--- src/rtl/hex_display_scheduler.sv ---
// Time-multiplexes one shared seven-segment decoder across DIGITS displays.
// Each accepted value is scanned MSB-first, one digit per clock, into per-display registers.
module hex_display_scheduler #(
    parameter int DIGITS = 6
) (
    input  logic                  clk,
    input  logic                  reset,
    input  logic [4*DIGITS-1:0]   value,
    input  logic [DIGITS-1:0]     blank,
    input  logic                  lz_en,
    input  logic                  load,
    output logic                  ready,
    output logic                  done,
    output logic [3:0]            dec_nibble,
    input  logic [6:0]            dec_seg,
    output logic [7*DIGITS-1:0]   hex
);

    localparam int IW = (DIGITS > 1) ? $clog2(DIGITS) : 1;

    typedef enum logic {IDLE, SCAN} state_t;

    state_t              state;
    logic [4*DIGITS-1:0] cap_value;
    logic [DIGITS-1:0]   cap_blank;
    logic                cap_lz;
    logic [IW-1:0]       idx;
    logic [IW-1:0]       next_idx;
    logic                seen_nz;
    logic                last;
    logic                suppress;
    logic [6:0]          seg_out;

    // dec_nibble always holds the captured digit at idx, so it doubles as the current digit.
    always_comb begin
        last     = (idx == '0);
        next_idx = idx - IW'(1);
        suppress = cap_lz && !seen_nz && (dec_nibble == 4'h0) && !last;
        seg_out  = (cap_blank[idx] || suppress) ? 7'h7F : dec_seg;
    end

    // NOTE: all state here uses non-blocking assignments so every register samples
    // pre-edge values; blocking writes would let idx/dec_nibble race within the edge.
    always_ff @(posedge clk or posedge reset) begin
        if (reset) begin
            state      <= IDLE;
            ready      <= 1'b1;
            done       <= 1'b0;
            dec_nibble <= 4'h0;
            hex        <= {DIGITS{7'h7F}};
            cap_value  <= '0;
            cap_blank  <= '0;
            cap_lz     <= 1'b0;
            idx        <= '0;
            seen_nz    <= 1'b0;
        end else begin
            done <= 1'b0;
            case (state)
                IDLE: begin
                    if (load) begin
                        cap_value  <= value;
                        cap_blank  <= blank;
                        cap_lz     <= lz_en;
                        idx        <= IW'(DIGITS - 1);
                        seen_nz    <= 1'b0;
                        dec_nibble <= value[4*(DIGITS-1) +: 4];
                        ready      <= 1'b0;
                        state      <= SCAN;
                    end
                end
                SCAN: begin
                    hex[7*idx +: 7] <= seg_out;
                    // Force-blanked nonzero digits still end the leading-zero run.
                    seen_nz <= seen_nz | (dec_nibble != 4'h0);
                    if (last) begin
                        state      <= IDLE;
                        ready      <= 1'b1;
                        done       <= 1'b1;
                        dec_nibble <= 4'h0;
                    end else begin
                        idx        <= next_idx;
                        dec_nibble <= cap_value[4*next_idx +: 4];
                    end
                end
                default: state <= IDLE;
            endcase
        end
    end

endmodule

--- config.mk ---
export PLATFORM = sky130hd
export DESIGN_NAME = hex_display_scheduler
export DESIGN_NICKNAME = d
export VERILOG_FILES = /design/src/rtl/hex_display_scheduler.sv
export SDC_FILE = /design/constraint.sdc
export NUM_CORES = 1
export LEC_CHECK = 0
export CORE_ASPECT_RATIO = 1.75
export CORE_MARGIN = 2
export CORE_UTILIZATION = 49
export CTS_CLUSTER_SIZE = 20
export DETAILED_ROUTE_END_ITERATION = 8
export HOLD_SLACK_MARGIN = 0.03
export PLACE_DENSITY = 0.89
export SLEW_MARGIN = 20
export SYNTH_ARGS = -nofsm -noshare
export SYNTH_HDL_FRONTEND = slang
export SYNTH_SLANG_ARGS = --single-unit
export TNS_END_PERCENT = 100
--- constraint.sdc ---
create_clock -name clk -period 4 [get_ports clk]
set_clock_uncertainty 0.15 [all_clocks]
set_input_delay 1.2 -clock clk [delete_from_list [all_inputs] [get_ports clk]]
set_output_delay 1.2 -clock clk [all_outputs]
set_load 0.02 [all_outputs]
Figure 1. Signal wires on met1.
Supply wires on this layer in grey.
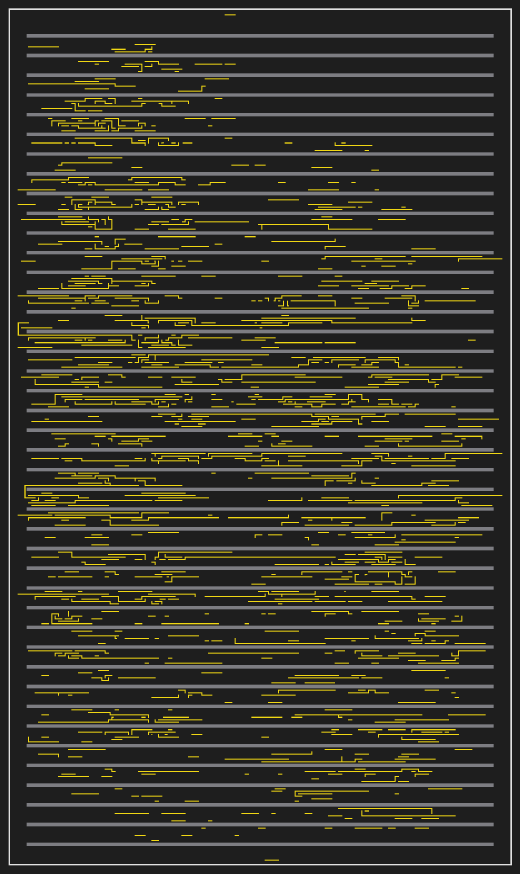
365 nets have wire on it. The layer holds 36% of the routed length. The wires run mostly horizontal. The longest straight run is 20.7 µm. The layer carries 3110 µm of wire.
met1 usage: 23.01%
vias: 2650

Figure 2. Met4 routing.
Scale bar: 20 µm. Supply wires on this layer in grey.
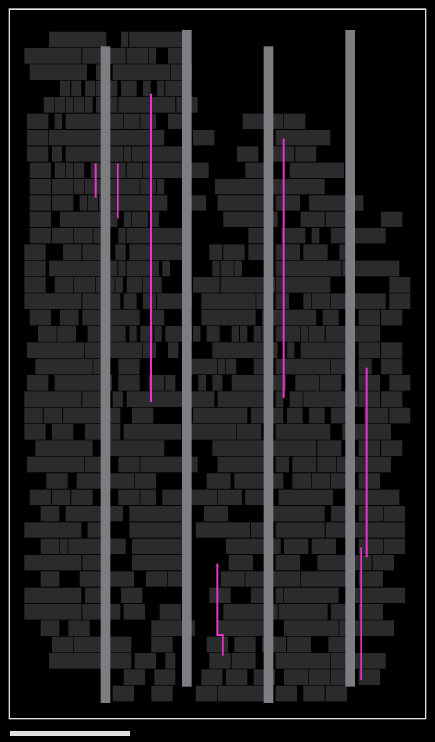
The layer carries 177 µm of wire. The longest straight run is 51.0 µm. The layer holds 2.0% of the routed length. The wires run mostly vertical. 6 nets have wire on it.
Routed WL: 8.711 mm

==> flow_summary.json <==
{
  "power_density_mw_per_mm2": 915.8,
  "dieArea_mm2": 0.008131,
  "synth.area.top_cells": "dfstp_2 (31%), dfrtp_1 (28%), mux2_2 (12%)",
  "common_cells": "dfstp_2 (43), dfrtp_1 (41), mux2_2 (38), nor2_1 (21), o22a_1 (21)",
  "grt_setup_unrepaired": "false",
  "slew_headroom_pct": 44.06,
  "p_leak_nw": 1.967,
  "core_area_mm2": 0.007182,
  "grt_pass1_vias": 2906,
  "die_x_um": 69.03,
  "synthesis.area_mm2": 0.003626,
  "first_pass_iters": 4,
  "cp-start-kind": "register",
  "drv_cap": 0,
  "status": "finished clean",
  "grt_max_degree": 47,
  "cts_buffers": 9,
  "cts_sinks": 84,
  "rows": 41,
  "critical_path_required_ps": 4110,
  "syn_inst": 278,
  "finalSetupViolCount": 0,
  "synth-seq-cells": 84,
  "grt_pass1_wl_mm": 14.33,
  "fp_util_pct": 50.49,
  "post_cts_resized": 0,
  "yosysCellCount": 278,
  "path_class": "reg2reg",
  "detailed_place_hpwl_mm": 6.431,
  "synth-main-ff-cell": "dfstp_2",
  "cts_tree": "built",
  "warning_count": 29,
  "edf_count": 0,
  "seq_area_mm2": 0.002156,
  "fillers": 530,
  "overflow": 0,
  "ys.warnings.count": 0,
  "yosysChipArea_mm2": 0.003626,
  "insertion_delay_ps": 330,
  "period_used_pct": 76.35,
  "postCtsSetupBuffers": 0,
  "ir_drop_mv": 0.6910,
  "clk_path_buf_depth": 2,
  "hold_path_class": "reg2reg",
  "antenna_left": 0,
  "area_growth_pct": 35.06,
  "gp_congestion": 0.8445,
  "syn_area_per_cell_um2": 13.04,
  "htreeDepth": 3,
  "end_kind": "register",
  "yosysTopAreaCellShare_pct": 31.16,
  "most_common_cell": "dfstp_2",
  "path_clk_slew_ps": 60,
  "diodes": 0,
  "drt-initial-drc-count": 166,
  "yosys.area.top_type": "dfstp_2",
  "crit_arrival_ps": 3160,
  "ys_seq_share_pct": 59.45,
  "mi_logic_area_mm2": 0.001373,
  "tns_ps": 0,
  "crit_fanout": 14,
  "antenna_found_initial": 0,
  "synth_nets": 324,
  "hold_viol": 0,
  "drv_slew": 0,
  "synthArstFlopShare_pct": 100.0,
  "drc": 0,
  "die_y_um": 117.8,
  "routed_via_density": 5.761,
  "ctsHoldBuffers": 0,
  "period_needed_ps": 3054,
  "cts-root-buf": "clkbuf_16",
  "io_pins": 89,
  "drive_above_1_share_pct": 28.34,
  "synth_cell_types": 34,
  "worst_pin_slew_ps": 839.1,
  "max_freq_mhz": 327.5,
  "numPortBuffers": 88,
  "nets": 415,
  "timing.hold.ws_ps": 341.7
}
Figure 3. Routing congestion.
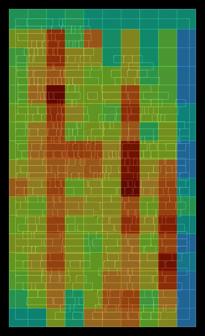
global routing's busiest layer: met2
Total GRT Usage: 22.78%
met3 GRT Util: 6.592%
WL/cell: 18.94 µm

[worst max-delay path: stages, from the launching register on]
cell	delay [ps]
dfrtp_1	610
inv_1	150
ha_1	240
ha_1	330
nand2_1	100
nor4b_2	690
nand3_1	400
o22a_1	300
[cell families (layout without fill, tap and decap cells)]
logic type / count (synthesis) / count (layout) / share of synthesized area, %
compound gates: 66 / 66 / 13.77
xor+xnor: 1 / 1 / 0.2416
fa+ha+maj: 5 / 5 / 1.725
buf+inv: 24 / 120 / 2.760
flops: 84 / 84 / 59.45
mux: 46 / 46 / 15.39
simple gates: 52 / 52 / 6.660
[path summary, 6_finish.rpt]
check | start | to | slack, ps | depth (start not counted)
setup reg to reg | idx[0] | hex[15] | 950 | 7
hold / removal | hex[40] | hex[40] | 340 | 2
min in group asynchronous | reset | hex[17] | 1470 | 2
max in group asynchronous | reset | ready | 1880 | 3
hold reg to reg | hex[40] | hex[40] | 340 | 2
setup / recovery | idx[0] | hex[15] | 950 | 7
[where the power goes]
group,internal (mW),switching (mW)
sequential,1.39,0.266
combinational,1.03,1.01
clock,0.477,0.310
[per-layer routing]
layer	GRT usage (%)	vias up	routed length, µm
met5	0	-	0
met4	9.191	0	177
met3	6.592	16	476
met2	42.67	97	4948
met1	23.01	1328	3110
li1	-	1209	-
[sequential cells by signal, indices dropped and copies added, names as in the netlist]
register	flops
cap_blank	6
cap_lz	1
cap_value	24
dec_nibble	4
done	1
hex	42
idx	3
ready	1
seen_nz	1
state	1
[area by class of cell]
class,instances,area share [%]
sequential,84,44.02
clock buffer,10,4.676
multi-input combinational,170,28.03
inverter,10,0.7920
timing repair buffer,94,19.16
clock inverter,6,1.124
tap,86,2.197
[metrics by stage]
stage / util [%] / std cells / total power [mW] / setup WS (ps) / area [µm²]
after global placement: 64.23 / 444 / 3.613 / 762.0 / 4613
after global routing: 68.19 / 460 / 4.740 / 718.8 / 4897
after floorplan: - / 278 / 2.961 / 556.0 / 3626
after CTS: 68.19 / 460 / 4.514 / 922.4 / 4897
after detailed placement: 64.23 / 444 / 3.705 / 690.4 / 4613
final: 68.19 / 460 / 4.485 / 946.2 / 4897
[placed cells by master (no fill, tap or decap), types with 2 or more instances in the layout]
cell type        instances
a211oi_1                 4
a21oi_1                 16
a221o_1                  7
a221oi_1                 4
a22oi_1                  7
buf_4                    5
clkbuf_16                9
clkdlybuf4s50_1         88
clkinv_1                 4
clkinv_2                 2
dfrtp_1                 41
dfstp_2                 43
ha_1                     5
inv_1                    8
mux2_2                  38
mux2i_1                  4
mux4_2                   4
nand2_1                 13
nand3_1                  5
nand4_1                  2
nor2_1                  21
nor2b_1                  4
nor4_1                   2
o21ai_0                  2
o22a_1                  21
o22ai_1                  2
Power is estimated from default activity; no workload was simulated.
